File: src/rtl/zone_mcast_pkg.sv
// Shared constants, FIFO entry layout and the zone-word decoder for zone_multicast_pipe.
package zone_mcast_pkg;

  localparam int ZM_LIB_VEC_N     = 1024;
  localparam int ZM_AW            = $clog2(ZM_LIB_VEC_N);
  localparam int ZM_ZONE_NUM      = 64;
  localparam int ZM_ZONE_IDX_W    = $clog2(ZM_ZONE_NUM);
  localparam int ZM_ZONE_ID_W     = 8;
  localparam int ZM_ZONES_PER_VEC = 4;
  localparam int ZM_WORD_W        = ZM_ZONES_PER_VEC * ZM_ZONE_ID_W;

  localparam logic [ZM_ZONE_ID_W-1:0] ZONE_INVALID = '1;

  typedef struct packed {
    logic [ZM_ZONE_NUM-1:0] mask;
    logic [ZM_AW-1:0]       addr;
    logic                   err;
  } fifo_entry_t;

  typedef struct packed {
    logic [ZM_ZONE_NUM-1:0] mask;
    logic                   err;
  } dec_t;

  // The all-ones check comes first so it still means "no zone" even if ZONE_NUM covers it.
  function automatic dec_t decode_zone_word(input logic [ZM_WORD_W-1:0] word);
    dec_t                    res;
    logic [ZM_ZONE_ID_W-1:0] id;
    res = '0;
    for (int k = 0; k < ZM_ZONES_PER_VEC; k++) begin
      id = word[k*ZM_ZONE_ID_W +: ZM_ZONE_ID_W];
      if (id != ZONE_INVALID) begin
        if (int'(id) < ZM_ZONE_NUM) res.mask[id[ZM_ZONE_IDX_W-1:0]] = 1'b1;
        else                        res.err = 1'b1;
      end
    end
    return res;
  endfunction

endpackage

File: src/rtl/zone_mask_fifo.sv
// First-word fall-through FIFO with occupancy count; head entry is visible while o_vld is high.
module zone_mask_fifo #(
  parameter int W     = 8,
  parameter int DEPTH = 4,
  localparam int PW   = $clog2(DEPTH)
) (
  input  logic          clk,
  input  logic          rst,
  input  logic          i_push,
  input  logic [W-1:0]  i_dat,
  input  logic          i_pop,
  output logic [W-1:0]  o_dat,
  output logic          o_vld,
  output logic [PW:0]   o_count
);

  logic [W-1:0]  r_mem [DEPTH];
  logic [PW-1:0] r_wptr;
  logic [PW-1:0] r_rptr;
  logic [PW:0]   r_count;
  logic          w_push;
  logic          w_pop;

  assign w_push  = i_push && (r_count != (PW+1)'(DEPTH));
  assign w_pop   = i_pop && (r_count != '0);
  assign o_dat   = r_mem[r_rptr];
  assign o_vld   = (r_count != '0);
  assign o_count = r_count;

  always_ff @(posedge clk) begin
    if (w_push) r_mem[r_wptr] <= i_dat;
  end

  // Power-of-two depth lets the pointers wrap on their own.
  always_ff @(posedge clk or posedge rst) begin
    if (rst) begin
      r_wptr  <= '0;
      r_rptr  <= '0;
      r_count <= '0;
    end else begin
      if (w_push) r_wptr <= r_wptr + 1'b1;
      if (w_pop)  r_rptr <= r_rptr + 1'b1;
      r_count <= r_count + (PW+1)'(w_push) - (PW+1)'(w_pop);
    end
  end

endmodule

File: src/rtl/zone_multicast_pipe.sv
// Pipelined zone-ID multicast decoder: credit-gated ROM fetch, tag pipe, decode into FWFT result FIFO.
// Optional request/error counters under `ifdef ZONE_MCAST_STATS_EN.
module zone_multicast_pipe
  import zone_mcast_pkg::*;
#(
  parameter int LIB_VEC_N     = ZM_LIB_VEC_N,
  parameter int ZONE_NUM      = ZM_ZONE_NUM,
  parameter int ZONE_ID_W     = ZM_ZONE_ID_W,
  parameter int ZONES_PER_VEC = ZM_ZONES_PER_VEC,
  parameter int ROM_LAT       = 2,
  parameter int FIFO_DEPTH    = 4,
  localparam int AW           = $clog2(LIB_VEC_N),
  localparam int WORD_W       = ZONES_PER_VEC * ZONE_ID_W
) (
  input  logic                clk,
  input  logic                rst,
  input  logic [AW-1:0]       libvec_addr,
  input  logic                libvec_avalid,
  output logic                libvec_aready,
  output logic                rom_en,
  output logic [AW-1:0]       rom_addr,
  input  logic [WORD_W-1:0]   rom_data,
  output logic [ZONE_NUM-1:0] zone_mask,
  output logic [AW-1:0]       mask_addr,
  output logic                mask_err,
  output logic                mask_valid,
  input  logic                mask_ready
`ifdef ZONE_MCAST_STATS_EN
  ,
  output logic [31:0]         stat_req_cnt,
  output logic [31:0]         stat_err_cnt
`endif
);

  localparam int CW = $clog2(FIFO_DEPTH) + 1;

  logic [ROM_LAT-1:0] r_tag_vld;
  logic [AW-1:0]      r_tag_addr [ROM_LAT];
  logic [CW-1:0]      w_count;
  logic [CW-1:0]      w_credit;
  logic               w_accept;
  logic               w_push;
  logic               w_pop;
  logic               w_fifo_vld;
  dec_t               w_dec;
  fifo_entry_t        w_wr_ent;
  fifo_entry_t        w_rd_ent;

  // Every accepted request owns a FIFO slot from accept until pop, so the FIFO cannot overflow.
  assign w_credit      = CW'(FIFO_DEPTH) - CW'($countones(r_tag_vld)) - w_count;
  assign libvec_aready = (w_credit != '0) && !rst;
  assign w_accept      = libvec_avalid && libvec_aready;
  assign rom_en        = w_accept;
  assign rom_addr      = libvec_addr;

  always_ff @(posedge clk or posedge rst) begin
    if (rst) begin
      r_tag_vld <= '0;
      for (int i = 0; i < ROM_LAT; i++) r_tag_addr[i] <= '0;
    end else begin
      r_tag_vld[0]  <= w_accept;
      r_tag_addr[0] <= libvec_addr;
      for (int i = 1; i < ROM_LAT; i++) begin
        r_tag_vld[i]  <= r_tag_vld[i-1];
        r_tag_addr[i] <= r_tag_addr[i-1];
      end
    end
  end

  // The FIFO write is the decode register, so an empty FIFO shows the result ROM_LAT+1 cycles after accept.
  assign w_push = r_tag_vld[ROM_LAT-1];
  assign w_dec  = decode_zone_word(rom_data);

  always_comb begin
    w_wr_ent      = '0;
    w_wr_ent.mask = w_dec.mask;
    w_wr_ent.addr = r_tag_addr[ROM_LAT-1];
    w_wr_ent.err  = w_dec.err;
  end

  zone_mask_fifo #(
    .W     ($bits(fifo_entry_t)),
    .DEPTH (FIFO_DEPTH)
  ) u_fifo (
    .clk     (clk),
    .rst     (rst),
    .i_push  (w_push),
    .i_dat   (w_wr_ent),
    .i_pop   (w_pop),
    .o_dat   (w_rd_ent),
    .o_vld   (w_fifo_vld),
    .o_count (w_count)
  );

  assign w_pop      = w_fifo_vld && mask_ready;
  assign mask_valid = w_fifo_vld;
  assign zone_mask  = w_fifo_vld ? w_rd_ent.mask : '0;
  assign mask_addr  = w_fifo_vld ? w_rd_ent.addr : '0;
  assign mask_err   = w_fifo_vld && w_rd_ent.err;

`ifdef ZONE_MCAST_STATS_EN
  logic [31:0] r_stat_req_cnt;
  logic [31:0] r_stat_err_cnt;

  always_ff @(posedge clk or posedge rst) begin
    if (rst) begin
      r_stat_req_cnt <= '0;
      r_stat_err_cnt <= '0;
    end else begin
      if (w_accept && (r_stat_req_cnt != '1)) r_stat_req_cnt <= r_stat_req_cnt + 32'd1;
      if (w_pop && w_rd_ent.err && (r_stat_err_cnt != '1)) r_stat_err_cnt <= r_stat_err_cnt + 32'd1;
    end
  end

  assign stat_req_cnt = r_stat_req_cnt;
  assign stat_err_cnt = r_stat_err_cnt;
`endif

endmodule
File: config.mk
export PLATFORM = sky130hd
export DESIGN_NAME = zone_multicast_pipe
export DESIGN_NICKNAME = d
export VERILOG_FILES = /design/src/rtl/zone_mcast_pkg.sv /design/src/rtl/zone_mask_fifo.sv /design/src/rtl/zone_multicast_pipe.sv
export SDC_FILE = /design/constraint.sdc
export NUM_CORES = 1
export LEC_CHECK = 0
export CAP_MARGIN = 30
export CORE_MARGIN = 2
export CORE_UTILIZATION = 40
export DETAILED_ROUTE_END_ITERATION = 16
export PLACE_DENSITY = 0.63
export SLEW_MARGIN = 30
export SYNTH_ARGS = -nofsm -noshare
export SYNTH_HDL_FRONTEND = slang
export SYNTH_SLANG_ARGS = --single-unit
File: constraint.sdc
create_clock -name clk -period 5.75 [get_ports clk]
set_input_delay 0.8625 -clock clk [delete_from_list [all_inputs] [get_ports clk]]
set_output_delay 0.8625 -clock clk [all_outputs]
set_load 0.005 [all_outputs]
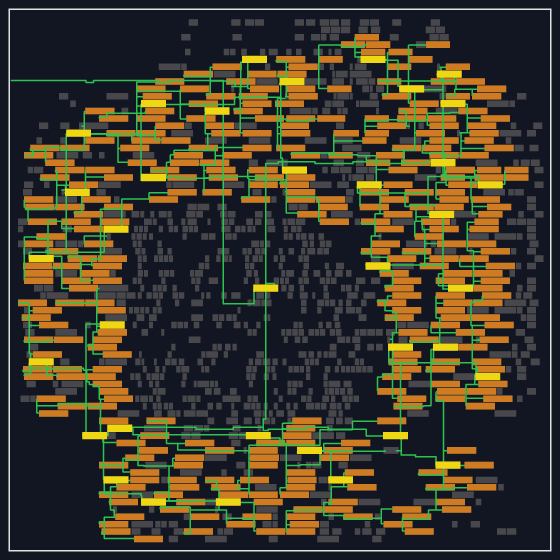
Fig. 1. Clock network drawn from the DEF.
clock wires -> green  # length 3,830 um
flip-flops -> orange  # count 329
cells driving clock nets -> yellow  # count 36
routed clock nets = 37
flops lie = spread over the die

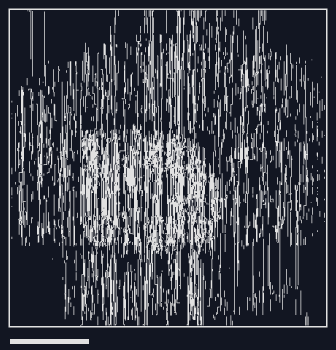
Fig. 2. Metal 2.
The bar under the picture is 50 um long.
wire length on this layer = 19,500 um
main direction = vertical

==> summary.json <==
{
  "grt_pass1_wl": {"value": 62.71, "unit": "mm"},
  "place_ws": {"value": 2.257, "unit": "ns"},
  "edf_count": {"value": 300},
  "synth.yosys.warnings": {"value": 0},
  "timing.critical_path.slowest_stage_cell": {"value": "dfrtp_4"},
  "fin_hold_ws": {"value": 0.3438, "unit": "ns"},
  "top_power_group": {"value": "registers"},
  "slew_violations": {"value": 0},
  "detailed_place_hpwl": {"value": 27.04, "unit": "mm"},
  "global_route.overflow_total": {"value": 0},
  "antenna_found_initial": {"value": 5},
  "switching_power": {"value": 2.069, "unit": "mW"},
  "crit_path_end": {"value": "zone_mask[51]"},
  "mostFrequentLayoutCell": {"value": "edfxtp_1"},
  "clkSinkCount": {"value": 329},
  "synth-main-ff-cell": {"value": "edfxtp_1"},
  "grt.total_usage": {"value": 0.2172},
  "list_of_cells_traversed_by_the_critical_path": {"value": "buf_12 -> mux4_2 -> and2_1 -> clkdlybuf4s50_1"},
  "slew_hr": {"value": 0.3099},
  "netlist.top_cell.by_instances": {"value": "edfxtp_1"},
  "synth-async-reset-ratio": {"value": 0.08815},
  "die.size.x": {"value": 199.1, "unit": "um"},
  "run_status": {"value": "complete, no violations"},
  "timing.setup.tns": {"value": 0, "unit": "ns"},
  "vias_per_cell": {"value": 5.956},
  "setup_slack_of_the_critical_path_after_layout": {"value": 1.774, "unit": "ns"},
  "flow.area_growth_from_synthesis": {"value": 18.13, "unit": "%"},
  "grt_setup_unrepaired": {"value": "false"},
  "timing.critical_path.from": {"value": "u_fifo.r_rptr[0]"},
  "power.combinational.total": {"value": 2.41, "unit": "mW"},
  "openroad.warnings": {"value": 29},
  "worstReg2RegStart": {"value": "u_fifo.o_count[1]"},
  "max-vdd-ir-drop": {"value": 0.2920, "unit": "mV"},
  "most-common-layout-cells": {"value": "edfxtp_1, nand3_1, clkdlybuf4s50_1"},
  "power.sequential.fraction": {"value": 0.404},
  "synth.net_count": {"value": 1085},
  "p_clk_frac": {"value": 0.280},
  "finish.net_count": {"value": 1177},
  "final-hold-violation-count": {"value": 0},
  "routed-via-count": {"value": 9857},
  "maxClockFrequency": {"value": 251.5, "unit": "MHz"},
  "top_area_cell": {"value": "edfxtp_1"},
  "hold_path_class": {"value": "flip-flop to flip-flop"},
  "fill_cells": {"value": 3258},
  "cts_htree_levels": {"value": 2},
  "crit_required": {"value": 4.89, "unit": "ns"},
  "setup_viol_count_final": {"value": 0},
  "combinationalPowerShare": {"value": 0.316},
  "first_global_vias": {"value": 9836},
  "critical_path.top_delay_family": {"value": "flip-flops"},
  "place.gp.congestion": {"value": 1.016},
  "routed_wl": {"value": 42.33, "unit": "mm"},
  "critPathKind": {"value": "flip-flop to primary output"},
  "final_worst_path_cycle_share": {"value": 0.6914},
  "nature_of_the_critical_path_startpoint": {"value": "flip-flop"},
  "cts_post_setup_buffers_inserted": {"value": 0},
  "worst-endpoint-arrival": {"value": 3.11, "unit": "ns"},
  "crit_buf_inv": {"value": 2},
  "layout-drive-gt1-share": {"value": 0.1514},
  "die_area": {"value": 0.03964, "unit": "mm^2"},
  "detail_route.first_pass.iterations": {"value": 6},
  "placement.io_buffers": {"value": 133},
  "routedWlPerCell": {"value": 25.57, "unit": "um"},
  "drtAntennaViolNets": {"value": 0}
}
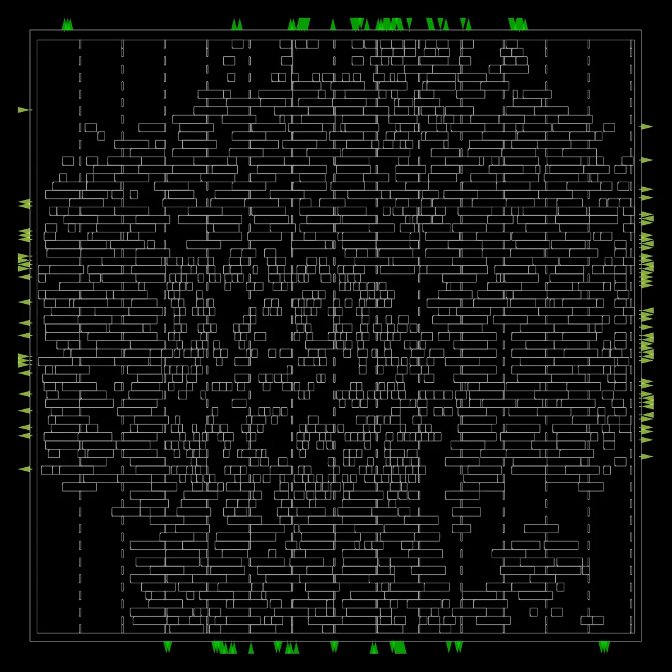
Fig. 3. Cell outlines without signal wires.
final core utilization: 0.4786
fraction of standard cell area that is sequential: 0.5415

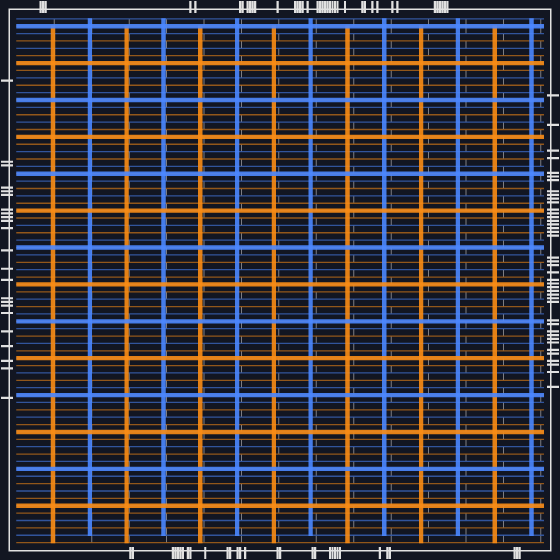
Fig. 4. Supply network.
Pins as bars on the die edge. Tap cells in gray.
VDD -> blue
VSS -> orange
tap cells = 511
signal pins = 134
met4 straps = 14
met5 straps = 14
met1 rails = 72

[how the worst min path moves through the flow]
stage,from,endpoint,cells past startpoint
after floorplan,r_tag_addr[10],r_tag_addr[0],0
after global placement,r_tag_addr[14],r_tag_addr[4],0
after detailed placement,r_tag_addr[14],r_tag_addr[4],0
after CTS,r_tag_addr[14],r_tag_addr[4],0
after global routing,r_tag_addr[14],r_tag_addr[4],0
final,r_tag_addr[14],r_tag_addr[4],0
[routing by layer]
layer / GRT usage / vias to the layer above / routed length [um]
li1: - / 4254 / -
met1: 0.2974 / 4973 / 17540
met2: 0.3314 / 500 / 19460
met3: 0.06093 / 122 / 3792
met4: 0.08015 / 8 / 1479
met5: 0 / - / 50
[area by class of cell]
type	instances	area (um^2)	area share
Multi-Input combinational cell	587	4956	0.2756
Timing Repair Buffer	157	1536	0.08543
Clock buffer	50	963.4	0.05357
Clock inverter	11	113.9	0.006331
Sequential cell	329	9739	0.5415
Inverter	9	33.78	0.001878
Tap cell	511	639.4	0.03555
Antenna cell	1	2.502	0.0001391
[logic make-up (layout without fill, tap and decap cells)]
family,count (synthesis),after routing,synth area share
fa+ha+maj,11,11,0.009533
other cells,0,1,0
xor+xnor,6,6,0.004355
compound gates,24,24,0.01290
mux,76,76,0.1117
flops,329,329,0.6394
simple gates,470,470,0.1834
buf+inv,112,227,0.03871
[registers in the layout, indices dropped and copies added (netlist names)]
register        flops
u_fifo.r_mem      300
r_tag_addr         20
u_fifo.o_count      3
r_tag_vld           2
u_fifo.r_rptr       2
u_fifo.r_wptr       2
[through the flow]
step	instance area, um^2	cells	util
CTS	17980	1654	0.4785
floorplan	15220	1028	-
finish	17980	1655	0.4786
global placement	16870	1593	0.4490
global route	17980	1654	0.4785
detailed placement	16900	1593	0.4498
Power and IR drop assume default switching activity.
